**config.mk**
```make
export PLATFORM = sky130hd
export DESIGN_NAME = prog_clk_div_flat
export DESIGN_NICKNAME = d
export VERILOG_FILES = /design/src/rtl/prog_clk_div_pkg.sv /design/src/rtl/prog_clk_div_if.sv /design/src/rtl/prog_clk_div_ch.sv /design/src/rtl/prog_clk_div.sv /design/src/flat_wrapper.sv
export SDC_FILE = /design/constraint.sdc
export NUM_CORES = 1
export LEC_CHECK = 0
export CAP_MARGIN = 20
export CORE_ASPECT_RATIO = 2
export CORE_MARGIN = 2
export CORE_UTILIZATION = 46
export CTS_BUF_LIST = sky130_fd_sc_hd__clkbuf_16
export CTS_CLUSTER_SIZE = 24
export DETAILED_ROUTE_END_ITERATION = 10
export PLACE_DENSITY_LB_ADDON = 0.1
export SLEW_MARGIN = 20
export SYNTH_ARGS = -nofsm -noshare
export SYNTH_HDL_FRONTEND = slang
export SYNTH_SLANG_ARGS = --single-unit
export TNS_END_PERCENT = 1
```
**constraint.sdc**
```tcl
create_clock -name clk_in -period 10.8 [get_ports clk_in]
set_input_delay 2.16 -clock clk_in [delete_from_list [all_inputs] [get_ports clk_in]]
set_output_delay 2.16 -clock clk_in [all_outputs]
set_load 0.02 [all_outputs]
```
**src/rtl/prog_clk_div_pkg.sv**
```systemverilog
// Shared constants and helpers for the programmable clock divider.
package prog_clk_div_pkg;

    // Smallest ratio a channel will run at; 0 and 1 are promoted to this.
    localparam int unsigned MIN_DIV = 2;

    // Promote illegal ratios (0, 1) to the minimum usable ratio.
    function automatic logic [31:0] clamp_div(input logic [31:0] d);
        return (d < MIN_DIV) ? MIN_DIV : d;
    endfunction

    // Power-up ratio of channel ch: /2, /3, /4, /5 ... as on the legacy divider.
    function automatic logic [31:0] default_div(input int unsigned ch);
        return ch + MIN_DIV;
    endfunction

    // Width of the channel-select field; never narrower than one bit.
    function automatic int ch_w(input int n);
        return (n > 1) ? $clog2(n) : 1;
    endfunction

endpackage

```
**src/rtl/prog_clk_div_if.sv**
```systemverilog
// Control and output bundle of the programmable clock divider.
// Signalling: there is no ready/valid pair; en is a level, sync and cfg_we are
// single-cycle strobes sampled on every rising clk_in edge and always accepted.
// clk_out, tick and div_cur are registered and change only on that edge.
interface prog_clk_div_if #(
    parameter int NUM_CH = 4,
    parameter int DIV_W  = 8
);
    import prog_clk_div_pkg::*;

    localparam int CH_W = ch_w(NUM_CH);

    logic [NUM_CH-1:0]       en;
    logic                    sync;
    logic                    cfg_we;
    logic [CH_W-1:0]         cfg_ch;
    logic [DIV_W-1:0]        cfg_div;
    logic [NUM_CH-1:0]       clk_out;
    logic [NUM_CH-1:0]       tick;
    logic [NUM_CH*DIV_W-1:0] div_cur;

    modport master (
        output en, sync, cfg_we, cfg_ch, cfg_div,
        input  clk_out, tick, div_cur
    );

    modport slave (
        input  en, sync, cfg_we, cfg_ch, cfg_div,
        output clk_out, tick, div_cur
    );

endinterface

```
**src/rtl/prog_clk_div_ch.sv**
```systemverilog
// One divider channel: period counter, active/pending ratio and registered
// square-wave and period-start tick outputs. Ratio changes take effect only at
// a period boundary (or immediately while the channel is disabled).
module prog_clk_div_ch
    import prog_clk_div_pkg::*;
#(
    parameter int               DIV_W   = 8,
    parameter logic [DIV_W-1:0] DEF_DIV = 2
) (
    input  logic             clk_i,
    input  logic             rst_i,
    input  logic             en_i,
    input  logic             sync_i,
    input  logic             wr_i,
    input  logic [DIV_W-1:0] wr_div_i,
    output logic             clk_out_o,
    output logic             tick_o,
    output logic [DIV_W-1:0] div_act_o
);

    logic [DIV_W-1:0] cnt_q, cnt_d;
    logic [DIV_W-1:0] div_act_q, div_act_d;
    logic [DIV_W-1:0] div_pend_q, div_pend_d;
    logic             clk_out_q, clk_out_d;
    logic             tick_q, tick_d;
    logic             boundary;
    logic [DIV_W:0]   hi_len;

    // Next state: a write in the boundary cycle bypasses pend, so it is what gets loaded.
    always_comb begin
        div_pend_d = wr_i ? wr_div_i : div_pend_q;
        div_act_d  = div_act_q;
        cnt_d      = cnt_q + 1'b1;
        tick_d     = 1'b0;
        boundary   = (cnt_q == (div_act_q - 1'b1)) || sync_i;
        if (!en_i) begin
            // Parked at end-of-period so re-enable starts a fresh period.
            div_act_d = div_pend_d;
            cnt_d     = div_pend_d - 1'b1;
        end else if (boundary) begin
            div_act_d = div_pend_d;
            cnt_d     = '0;
            tick_d    = 1'b1;
        end
        // High for ceil(D/2) cycles of the ratio in effect for the new count.
        hi_len    = ({1'b0, div_act_d} + 1'b1) >> 1;
        clk_out_d = en_i && ({1'b0, cnt_d} < hi_len);
    end

    // State registers; reset leaves the counter at end-of-period.
    always_ff @(posedge clk_i or posedge rst_i) begin
        if (rst_i) begin
            cnt_q      <= DEF_DIV - 1'b1;
            div_act_q  <= DEF_DIV;
            div_pend_q <= DEF_DIV;
            clk_out_q  <= 1'b0;
            tick_q     <= 1'b0;
        end else begin
            cnt_q      <= cnt_d;
            div_act_q  <= div_act_d;
            div_pend_q <= div_pend_d;
            clk_out_q  <= clk_out_d;
            tick_q     <= tick_d;
        end
    end

    assign clk_out_o = clk_out_q;
    assign tick_o    = tick_q;
    assign div_act_o = div_act_q;

endmodule

```
**src/rtl/prog_clk_div.sv**
```systemverilog
// Multi-channel runtime-programmable clock divider. The top decodes ratio
// writes, fans sync out to every channel and packs the active ratios.
module prog_clk_div
    import prog_clk_div_pkg::*;
#(
    parameter int NUM_CH = 4,
    parameter int DIV_W  = 8
) (
    input  logic          clk_in,
    input  logic          rst,
    prog_clk_div_if.slave bus
);

    localparam int CH_W = ch_w(NUM_CH);

    logic [DIV_W-1:0]        wr_div;
    logic [NUM_CH-1:0]       clk_out_w;
    logic [NUM_CH-1:0]       tick_w;
    logic [NUM_CH*DIV_W-1:0] div_cur_w;

    // Clamp once here; every channel sees the already-legal ratio.
    assign wr_div = DIV_W'(clamp_div(32'(bus.cfg_div)));

    for (genvar i = 0; i < NUM_CH; i++) begin : g_ch
        logic wr_sel;

        // Out-of-range channel indices match no channel and are dropped.
        assign wr_sel = bus.cfg_we && (bus.cfg_ch == CH_W'(i));

        prog_clk_div_ch #(
            .DIV_W   (DIV_W),
            .DEF_DIV (DIV_W'(default_div(i)))
        ) u_ch (
            .clk_i     (clk_in),
            .rst_i     (rst),
            .en_i      (bus.en[i]),
            .sync_i    (bus.sync),
            .wr_i      (wr_sel),
            .wr_div_i  (wr_div),
            .clk_out_o (clk_out_w[i]),
            .tick_o    (tick_w[i]),
            .div_act_o (div_cur_w[i*DIV_W +: DIV_W])
        );
    end

    assign bus.clk_out = clk_out_w;
    assign bus.tick    = tick_w;
    assign bus.div_cur = div_cur_w;

endmodule

```
**src/flat_wrapper.sv**
```systemverilog
// flat-port wrapper written by rule: the top's interface ports become plain ports
module prog_clk_div_flat import prog_clk_div_pkg::*;
#(
    parameter int NUM_CH = 4,
    parameter int DIV_W  = 8
)
  (clk_in, rst, bus_en, bus_sync, bus_cfg_we, bus_cfg_ch, bus_cfg_div, bus_clk_out, bus_tick, bus_div_cur);
  prog_clk_div_if #(.NUM_CH(NUM_CH), .DIV_W(DIV_W)) bus_i ();
  input  logic clk_in;
  input  logic rst;
  input wire logic [$bits(bus_i.en)-1:0] bus_en;
  input wire logic [$bits(bus_i.sync)-1:0] bus_sync;
  input wire logic [$bits(bus_i.cfg_we)-1:0] bus_cfg_we;
  input wire logic [$bits(bus_i.cfg_ch)-1:0] bus_cfg_ch;
  input wire logic [$bits(bus_i.cfg_div)-1:0] bus_cfg_div;
  output wire logic [$bits(bus_i.clk_out)-1:0] bus_clk_out;
  output wire logic [$bits(bus_i.tick)-1:0] bus_tick;
  output wire logic [$bits(bus_i.div_cur)-1:0] bus_div_cur;
  assign bus_i.en = bus_en;
  assign bus_i.sync = bus_sync;
  assign bus_i.cfg_we = bus_cfg_we;
  assign bus_i.cfg_ch = bus_cfg_ch;
  assign bus_i.cfg_div = bus_cfg_div;
  assign bus_clk_out = bus_i.clk_out;
  assign bus_tick = bus_i.tick;
  assign bus_div_cur = bus_i.div_cur;
  prog_clk_div #(.NUM_CH(NUM_CH), .DIV_W(DIV_W)) u_core (.clk_in(clk_in), .rst(rst), .bus(bus_i));
endmodule
```
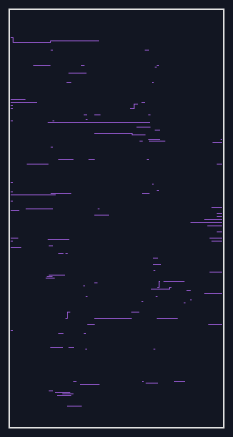
**Above:** run 1 (met3 routing).
share of all routed wire	2.4%
main direction	horizontal
nets with wire on the layer	70

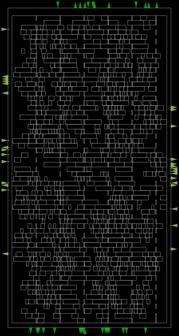
**Above:** run 1 (cell placement).
Flops: 104
FP Rows: 65
Well Taps: 201
Non-Filler Instances: 1,047
Layout fillers: 1,474

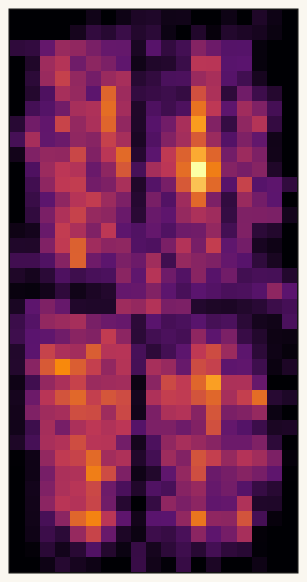
**Above:** run 1 (routed metal per tile).
19 x 37 tiles, from black (low) to pale yellow (high), scaled to the fullest tile. Values are wire area over tile area, all layers added.
mean over tiles	0.18
tiles over half the peak	12%
fullest tile	0.68
nearly empty tiles	11%

==> results_slide.txt, run 1 <==
Run Summary

Floorplan
  – DIE WIDTH: 94.0 um
  – Core Area: 0.0158 sq mm

Placed design
  – DP Area: between 0.008 and 0.009 sq mm
  – RD Place Congestion: 0.971
  – HPWL after DPL: 15.4 mm

Worst setup path
  – Crit path kind: in2reg
  – Critical path capture point type: flop
  – Crit-path max FO: 5
  – Req. time, crit path: 11,070 ps

Timing
  – Fin. Hold Viols: 0

Detailed routing
  – Wire per inst: 19.1 um
  – Vias: between 6,000 and 7,000
  – Antenna Violating Nets Remaining: 0

Job
  – Max-cap violations: 0
  – OpenROAD warnings: 26

Global routing
  – First-pass GRT wire length: 32.9 mm
  – GRT Total Usage: 24.2%

Cells and area
  – Nets: around 900
  – Commonest Layout Cell: dfrtp_1
  – Fraction of layout cells with a size suffix above 1: 9.81%

Pwr
  – Leakage Power: between 0.003 and 0.004 uW

CTS
  – CTS tree: built
  – # hold bufs at CTS: 0
  – Post_cts resized: 0
  – Worst-Skew Late Latency: 350 ps

Logic synthesis
  – # Cells Yosys: roughly 800

Status
  – Outcome: finished, final reports clean
## run 1: flip-flops by register name, summed over array words and instances (netlist names)
name / flops
u_core.g_ch.u_ch.cnt_q: 32
u_core.g_ch.u_ch.clk_out_o: 4
u_core.g_ch.u_ch.div_pend_q: 32
u_core.g_ch.u_ch.tick_o: 4
u_core.g_ch.u_ch.div_act_o: 32
## run 1: critical path, delay by kind of cell
family                   cells  cell delay [ps]
adder cells (fa/ha/maj)      2              640
XOR/XNOR                     1              170
buffers and inverters        1              570
AND-OR/OR-AND                6             1580
AND/OR/NAND/NOR              6             1040
## run 1: cells by family after synthesis
kind of cell             share of synthesized area (%)
AND-OR/OR-AND                                     13.1
XOR/XNOR                                          13.7
adder cells (fa/ha/maj)                           7.39
AND/OR/NAND/NOR                                   18.0
buffers and inverters                             5.07
multiplexers                                      7.51
flip-flops                                        35.2
## run 1: report_power, final
group	internal (uW)	switching (uW)	total, uW
Clock	204	155	359
Combinational	301	371	673
Sequential	477	118	596
## run 1: through the flow
step,utilization [%],setup WS (ps)
3_3_place_gp,51.2,4730
2_1_floorplan,-,5800
3_5_place_dp,51.2,4600
4_1_cts,53.3,4900
5_1_grt,53.3,4630
6_report,53.3,4900
## run 1: final timing paths
check                                                   from                                end  slack [ps]  depth (start not counted)
hold reg to reg            u_core.g_ch[0].u_ch.div_pend_q[7]  u_core.g_ch[0].u_ch.div_pend_q[7]         530                          1
setup reg to reg            u_core.g_ch[3].u_ch.div_act_o[0]      u_core.g_ch[3].u_ch.clk_out_o        6000                         18
max in group asynchronous                                rst       u_core.g_ch[3].u_ch.cnt_q[5]        7620                          3
setup / recovery                              bus_cfg_div[6]      u_core.g_ch[2].u_ch.clk_out_o        4900                         16
min in group asynchronous                                rst         u_core.g_ch[0].u_ch.tick_o        2140                          2
hold / removal             u_core.g_ch[0].u_ch.div_pend_q[7]  u_core.g_ch[0].u_ch.div_pend_q[7]         530                          1
## run 1: area by class of cell
type,count,area (sq um)
Clock buffer,9,225
Clock inverter,7,96.3
Fill cell,1474,7370
Inverter,46,175
Multi-Input combinational cell,621,4440
Sequential cell,104,2620
Tap cell,201,251
Timing Repair Buffer,59,589
## run 1: synth_stat cells, types with 5 or more instances
cell      number  area share (%)
dfstp_2       17             6.0
a21o_1        10             1.0
nand2b_1      10            0.84
xor2_1        41             4.8
or3_1          5            0.42
clkbuf_1      24             1.2
nand4_1        8            0.67
a21oi_1       29             1.9
nand3_1       42             2.8
o21ai_0       40             2.7
nand2_1       70             3.5
or2_2          5            0.42
dfrtp_1       87              29
inv_1         46             2.3
mux2_2        23             3.5
nor2_1        47             2.4
buf_2          5            0.34
a211oi_1       6            0.60
nor3_1        25             1.7
and3_1        12             1.0
nor4_1         6            0.50
mux2i_1       24             3.2
o22ai_1       28             2.4
buf_4          8            0.81
ha_1          44             7.4
xnor2_1       71             8.4
and2_1         7            0.59
## run 1: layer usage
metal  wire (um)  vias to the layer above  global-route usage, %
met1        7700                     3020                   27.4
met3         487                       58                   2.26
met4         840                        0                   11.2
li1            -                     2903                      -
met5           0                        -                      0
met2       11000                      135                   44.9
--- run 2 (diff from run 1) ---
clock period = 4.79 ns   (was 10.8 ns; I/O delays follow)
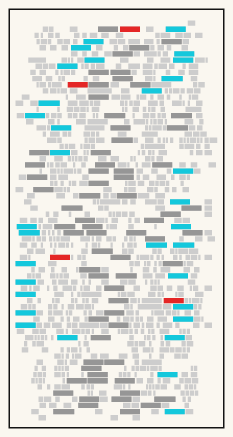
**Above:** run 2 (sequential cells grouped by signal name).
Other sequential cells in the stronger grey, the rest of the logic in the fainter grey.
colour	netlist name	sequential cells
cyan	u_core.g_ch.u_ch.cnt_q	32
red	u_core.g_ch.u_ch.clk_out_o	4

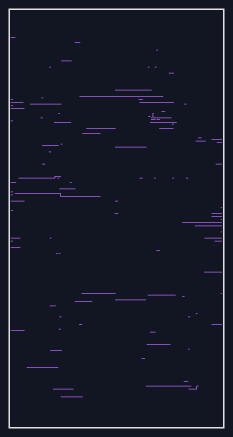
**Above:** run 2 (met3 routing).
nets with wire on the layer	71
main direction	horizontal

==> run 2 against run 1 <==
  * Area after synthesis did not move
  * Power rose by 130%
  * Synthesized cell count did not move
  * Final area rose by 2.7%
  * Flip-flop count did not move
  * Critical path depth rose by 1
  * Worst setup slack got worse by 4400 ps
  * Largest cell class unchanged
==> results_slide.txt, run 2 <==
Run Summary

Global routing
  – Gr ovfl total: 0
  – GRT Max-Usage Layer: met2
  – GR Layer Usage met2: 46.8%
  – GR Layer Usage met1: 27.2%
  – GRT Total Usage: between 20% and 30%
  – GR Layer Usage met3: 2.67%
  – First-pass GRT wire length: 33.5 mm

CTS
  – Worst-Skew Late Latency: 360 ps
  – Post_cts resized: 0
  – # hold bufs at CTS: 0
  – Reg clk slew, reported paths: 80 ps
  – CTS tree: built

Floorplan
  – Core Area: 0.0158 sq mm
  – DIE WIDTH: 94.0 um
  – FP Rows: between 60 and 70

Detailed routing
  – Antenna Violating Nets Remaining: 0
  – Wire per inst: 19.0 um
  – Vias: 6,112

Placed design
  – HPWL after DPL: 16.0 mm
  – RD Place Congestion: 0.912

Status
  – Outcome: finished, final reports clean

Logic synthesis
  – Synth top cell by count: dfrtp_1
  – Cell taking the most area after synthesis: dfrtp_1
  – Largest cells by area: dfrtp_1, xnor2_1, ha_1
  – # Cells Yosys: 812
  – Ys Warns: 0
  – Area share, top type: between 20 and 30%
  – Top cells by count, synth: dfrtp_1, xnor2_1, nand2_1, nor2_1, inv_1
  – Sequential area share after synthesis: about a third

Worst setup path
  – Req. time, crit path: 5080 ps
  – Crit-path max FO: 5
  – Crit path kind: in2reg
  – Critical path capture point type: flop

Cells and area
  – Nets: slightly above 900
  – Non-Filler Instances: 1,077
  – Fraction of layout cells with a size suffix above 1: 13.0%

Pwr
  – Final Power: ~3700 uW
  – Leakage Power: between 0.003 and 0.004 uW

Job
  – Max-cap violations: 0
  – OpenROAD warnings: 26

Timing
  – Setup-failing EPs final: 0
[run 2: netlist changes by cell type in the layout (fill, tap and decap cells not counted), sizes merged]
| cell | before | now |
|---|---|---|
| buf | 2 | 32 |
| clkinvlp | 2 | 1 |
| inv | 48 | 49 |
[run 2: worst paths after layout]
kind | slack [ps] | from | depth (start not counted) | end
setup / recovery | 510 | bus_cfg_div[6] | 17 | u_core.g_ch[2].u_ch.clk_out_o
hold / removal | 530 | u_core.g_ch[1].u_ch.div_pend_q[7] | 1 | u_core.g_ch[1].u_ch.div_pend_q[7]
setup reg to reg | 620 | u_core.g_ch[3].u_ch.div_act_o[1] | 18 | u_core.g_ch[3].u_ch.clk_out_o
hold reg to reg | 530 | u_core.g_ch[1].u_ch.div_pend_q[7] | 1 | u_core.g_ch[1].u_ch.div_pend_q[7]
max in group asynchronous | 2800 | rst | 3 | u_core.g_ch[0].u_ch.div_pend_q[1]
min in group asynchronous | 1120 | rst | 2 | u_core.g_ch[1].u_ch.div_pend_q[7]
[run 2: critical path: stages]
cell and delay (ps):
clkdlybuf4s50_1 580, nor4_1 110, a31o_2 290, o21ai_0 440, inv_1 140, a21oi_1 220
ha_1 290, nand2_1 110, nor3_1 190, xnor2_1 150, nand2_1 70, o21ai_0 100
ha_1 260, nand3_1 100, nor2_1 60, a2111o_1 380, a21oi_1 120
[run 2: cell families after synthesis]
group | synth area share (%)
AND/OR/NAND/NOR | 18.0
XOR/XNOR | 13.7
buffers and inverters | 5.07
adder cells (fa/ha/maj) | 7.39
flip-flops | 35.2
AND-OR/OR-AND | 13.1
multiplexers | 7.51
[run 2: power breakdown]
group / switching (uW) / internal, uW / leakage [uW]
Combinational: 856 / 712 / 0.00237
Clock: 358 / 465 / 0.000158
Sequential: 254 / 1080 / 0.00124
[run 2: metal layers]
metal  vias up  share of wire, %
met5         -                 0
met4         0               4.1
li1       2954                 -
met2       129                56
met3        54               2.4
met1      2975                38
[run 2: area by class of cell]
class / instances / area, sq um
clock buffer: 9 / 225
clock inverter: 7 / 101
fill: 1515 / 7150
inverter: 46 / 175
multi-input combinational: 621 / 4440
sequential: 104 / 2620
tap: 201 / 251
timing repair buffer: 89 / 811
[run 2: stage by stage]
| step | setup slack (ps) | util [%] |
|---|---|---|
| after floorplan | 463 | - |
| after global placement | 295 | 52.6 |
| after detailed placement | 113 | 52.6 |
| after CTS | 521 | 54.7 |
| after global routing | 218 | 54.7 |
| final | 509 | 54.7 |
Power and IR drop assume default switching activity.
